[src/rtl/ex_fwd_pkg.sv]
// ex_fwd_pkg: forward select codes and shadow pipeline slot types for ex_forward_ctrl.
package ex_fwd_pkg;
    localparam int RA_W = 5;
    localparam logic [1:0] FWD_REG   = 2'b00;
    localparam logic [1:0] FWD_WB    = 2'b01;
    localparam logic [1:0] FWD_EXMEM = 2'b10;

    typedef struct packed {
        logic [RA_W-1:0] rs1;
        logic [RA_W-1:0] rs2;
        logic            use_rs1;
        logic            use_rs2;
        logic [RA_W-1:0] rd;
        logic            reg_write;
        logic            mem_read;
    } ex_slot_t;

    typedef struct packed {
        logic [RA_W-1:0] rd;
        logic            reg_write;
    } mw_slot_t;
endpackage

[src/rtl/fwd_sel.sv]
// fwd_sel: forward select for one EX operand; the MEM result beats WB, x0 never forwards.
module fwd_sel
    import ex_fwd_pkg::*;
(
    input  logic [RA_W-1:0] rs,
    input  logic            use_rs,
    input  mw_slot_t        mem,
    input  mw_slot_t        wb,
    output logic [1:0]      sel
);
    logic mem_hit, wb_hit;
    assign mem_hit = mem.reg_write && (mem.rd != '0) && (mem.rd == rs);
    assign wb_hit  = wb.reg_write && (wb.rd != '0) && (wb.rd == rs);
    assign sel = !use_rs ? FWD_REG : mem_hit ? FWD_EXMEM : wb_hit ? FWD_WB : FWD_REG;
endmodule

[src/rtl/ex_forward_ctrl.sv]
// ex_forward_ctrl: EX operand forwarding and load-use stall control with a stall-cycle counter.
module ex_forward_ctrl
    import ex_fwd_pkg::*;
#(
    parameter int REG_AW = RA_W,
    parameter int CNT_W  = 16
) (
    input  logic              clk_i,
    input  logic              rst_i,
    input  logic [REG_AW-1:0] id_rs1_i,
    input  logic [REG_AW-1:0] id_rs2_i,
    input  logic              id_use_rs1_i,
    input  logic              id_use_rs2_i,
    input  logic [REG_AW-1:0] id_rd_i,
    input  logic              id_reg_write_i,
    input  logic              id_mem_read_i,
    input  logic              flush_i,
    output logic [1:0]        fwd_a_o,
    output logic [1:0]        fwd_b_o,
    output logic              stall_o,
    output logic [CNT_W-1:0]  stall_cnt_o
);
    if (REG_AW != RA_W) begin : g_aw_check
        $error("REG_AW must equal ex_fwd_pkg::RA_W");
    end

    ex_slot_t ex_q;
    mw_slot_t mem_q, wb_q;

    // The load leaves EX after one edge, so the stall never lasts more than a cycle.
    assign stall_o = !flush_i && ex_q.mem_read && (ex_q.rd != '0) &&
                     ((id_use_rs1_i && id_rs1_i == ex_q.rd) || (id_use_rs2_i && id_rs2_i == ex_q.rd));

    always_ff @(posedge clk_i or negedge rst_i) begin
        if (!rst_i) begin
            ex_q        <= '0;
            mem_q       <= '0;
            wb_q        <= '0;
            stall_cnt_o <= '0;
        end else begin
            ex_q <= (stall_o || flush_i) ? '0 :
                    '{rs1: id_rs1_i, rs2: id_rs2_i, use_rs1: id_use_rs1_i, use_rs2: id_use_rs2_i,
                      rd: id_rd_i, reg_write: id_reg_write_i, mem_read: id_mem_read_i};
            mem_q <= '{rd: ex_q.rd, reg_write: ex_q.reg_write};
            wb_q  <= mem_q;
            if (stall_o) stall_cnt_o <= stall_cnt_o + 1'b1;
        end
    end

    fwd_sel u_fwd_a (.rs(ex_q.rs1), .use_rs(ex_q.use_rs1), .mem(mem_q), .wb(wb_q), .sel(fwd_a_o));
    fwd_sel u_fwd_b (.rs(ex_q.rs2), .use_rs(ex_q.use_rs2), .mem(mem_q), .wb(wb_q), .sel(fwd_b_o));
endmodule

[config.mk]
export PLATFORM = sky130hd
export DESIGN_NAME = ex_forward_ctrl
export DESIGN_NICKNAME = d
export VERILOG_FILES = /design/src/rtl/ex_fwd_pkg.sv /design/src/rtl/fwd_sel.sv /design/src/rtl/ex_forward_ctrl.sv
export SDC_FILE = /design/constraint.sdc
export NUM_CORES = 1
export LEC_CHECK = 0
export CELL_PAD_IN_SITES_DETAIL_PLACEMENT = 0
export CELL_PAD_IN_SITES_GLOBAL_PLACEMENT = 1
export CORE_MARGIN = 3
export CORE_UTILIZATION = 43
export DETAILED_ROUTE_END_ITERATION = 8
export PLACE_DENSITY = 0.89
export RECOVER_POWER = 50
export SLEW_MARGIN = 30
export SYNTH_ARGS = -nofsm -noshare
export SYNTH_HDL_FRONTEND = slang
export SYNTH_SLANG_ARGS = --single-unit
[constraint.sdc]
create_clock -name clk_i -period 5.15 [get_ports clk_i]
set_input_delay 1.545 -clock clk_i [delete_from_list [all_inputs] [get_ports clk_i]]
set_output_delay 1.545 -clock clk_i [all_outputs]
set_load 0.01 [all_outputs]
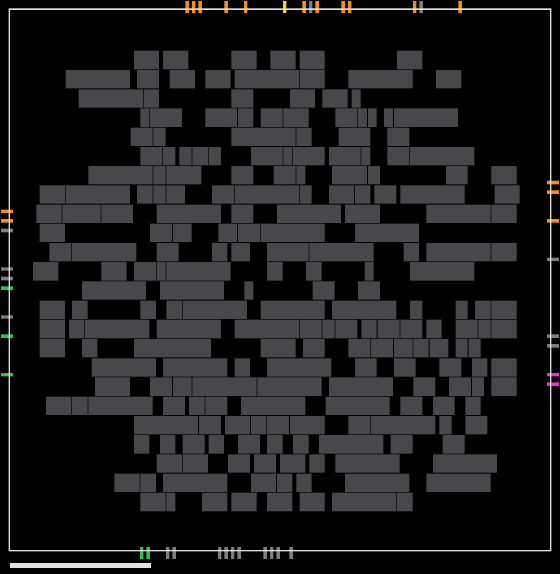
(images/pinout.png)
The bar under the picture is 20 µm long. Pins as bars across the die edge, other pins in gray.
Key: `flush_i` = yellow [pins 1, direction input, edge top]; `stall_cnt_o` = orange [pins 16, direction output, edge 11 top, 3 right, 2 left]; `id_rd_i` = green [pins 5, direction input, edge 3 left, 2 bottom]; `fwd_a_o` = magenta [pins 2, direction output, edge right]
All pins by edge: 14 top, 12 bottom, 9 left, 8 right.
Buffers on Ports: 42
die width: 76.4 µm
die y size: 76.4 µm

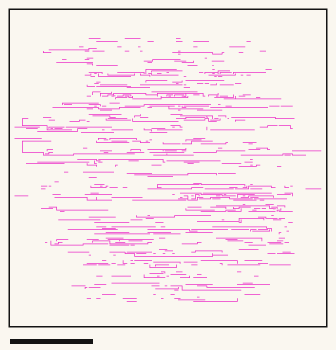
(images/m1.png)
The bar under the picture is 20 µm long.
The layer carries 1920 µm of wire. The longest straight run is 18.9 µm. The layer holds 48% of the routed length. 220 nets have wire on it.

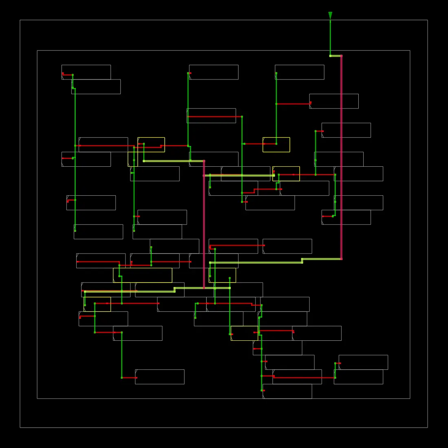
(images/clock_nets.png)
Num CTS Buffers: 5
Flops: 47
clkbuf count: 6
clk ins delay skew pair: 0.30 ns

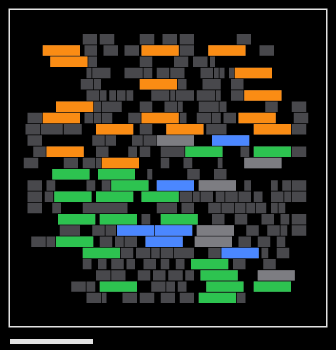
(images/ff_map.png)
The bar under the picture is 20 µm long. Other sequential cells in the stronger gray, the rest of the logic in the fainter gray.
Key: `ex_q` = green [placed flops 19]; `mem_q` = blue [placed flops 6]; `stall_cnt_o` = orange [placed flops 16]
Another 6 sequential cells are not colored.
final core utilization: 0.599
Power Sequential: 399 µW

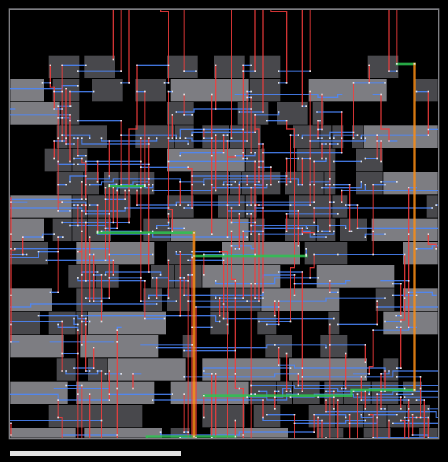
(images/closeup.png)
The bar under the picture is 20 µm long. Window x 13 to 63, y 26 to 76 µm. Cells in gray, sequential cells in the stronger gray; small squares are vias.
Key: M4 = orange; M2 = red; M3 = green; M1 = blue
121 logic cells have their middle in the window. Most frequent: dfrtp_1 (25), xor2_1 (17), clkdlybuf4s50_1 (14). Netlist names of flops here include `stall_cnt_o` (13), `ex_q` (7), `wb_q` (3). Sequential cells in the window: 25.

==> impl_metrics.csv <==
group,metric,value,unit
logic_synthesis,yosysTopAreaCellShare,0.551,
setup_path,crit_chain,"clkdlybuf4s50_1 -> xnor2_1 -> nand4_1 -> o22a_1 -> nor2_2 -> clkdlybuf4s50_1",
final_layout,comb_share,0.338,
final_layout,diodes,0,
final_timing,tightest_slew,1.54,ns
clock_network,htreeDepth,2,
global_route,grt_pass1_wl,6.77,mm
final_layout,nNonClkInverters,1,
flow_run,tool_warnings,26,
setup_path,crit_fanout,3,
logic_synthesis,flop_cell,"dfrtp_1",
worst_hold_path,hold_path_depth,0,
setup_path,r2r-start,"ex_q[2]$_DFF_PN0_",
clock_network,clk_pin_slew_worst_paths,0.08,ns
logic_synthesis,yosys-stat-area,0.00213,mm²
floorplanning,fp_util,0.467,
logic_synthesis,synthAdderAreaFrac,0.00587,
logic_synthesis,synth.avg_cell_area,12.3,µm²
routing,wl_met1,1.92,mm
final_layout,largest_class,"registers",
setup_path,worst-path-buf-inv,2,
global_route,track_usage,0.146,
final_layout,logic_area,923,µm²
final_layout,n_fill_cell,404,
logic_synthesis,top_cell,"dfrtp_1",
routing,routed.top_layer,"met4",
final_layout,clk_share,0.0430,
logic_synthesis,ys_seq_frac,0.551,
global_route,gr-usage-met3,0.0366,
setup_path,path_class,"in2out",
logic_synthesis,common_cells,"47 x dfrtp_1, 25 x xor2_1, 21 x and2_1, 20 x xnor2_1, 9 x nand3_1",
flow_run,drv_cap,1,
final_layout,seq_share,0.430,
final_layout,synthToLayoutAreaGrowth,28.2,%
setup_path,crit_end,"stall_o",
clock_network,cts_hold_buf,0,
pwr,p_clk_frac,0.365,
logic_synthesis,topCellsByArea,"dfrtp_1 55%, xor2_1 10%, xnor2_1 8.2%, and2_1 6.2%, nor4_2 3.5%",
clock_network,clockBufferDepth,2,
final_timing,finalCritPeriodShare,0.956,
final_timing,maxSlewViolCount,31,
routing,vias,1382,
worst_hold_path,holdPathEnd,"mem_q[0]$_DFF_PN0_",
outcome,status,"complete, but fails checks",
floorplanning,die-area,0.00584,mm²
final_layout,drive_above_1_share,0.0938,
place,place.gp.congestion,0.803,
final_layout,buffers,45,
logic_synthesis,top_logic_kind,"simple AND/OR/NAND/NOR gates",
final_layout,nets,246,
routing,met2_length,1.85,mm
setup_path,arrival,3.38,ns
final_timing,setup-tns-final,0,ns
final_timing,hold_violations,0,
outcome,violations,"max-capacitance violations, max-slew violations",
routing,wl_per_cell,13.7,µm
logic_synthesis,ys_cells,174,
pwr,pwr-share-comb,0.099,
floorplanning,num_tap_cells,65,
setup_path,r2r-end,"stall_cnt_o[8]$_DFFE_PN0P_",
final_layout,mostFrequentLayoutCell,"dfrtp_1",
worst_hold_path,worstHoldStart,"ex_q[1]$_DFF_PN0_",
==> flip-flops by register name (all words and copies together) (netlist names) <==
register     cells
stall_cnt_o     16
ex_q            19
wb_q             6
mem_q            6
==> per-stage QoR <==
step	cell area, µm²	hold slack (ns)
3_3_place_gp	2620	0.333
2_1_floorplan	2130	0.331
6_report	2740	0.354
4_1_cts	2750	0.357
5_1_grt	2740	0.373
3_5_place_dp	2640	0.337
==> power by group through the flow <==
stage / Combinational (µW) / Sequential [µW] / Clock [µW]
after global routing: 81.2 / 402 / 293
final: 73.6 / 399 / 272
after CTS: 76.5 / 400 / 283
after global placement: 73.9 / 407 / 0
after floorplan: 39.4 / 404 / 0
after detailed placement: 75.9 / 407 / 0
No activity file was given, so power comes from the tool's default toggle rates.
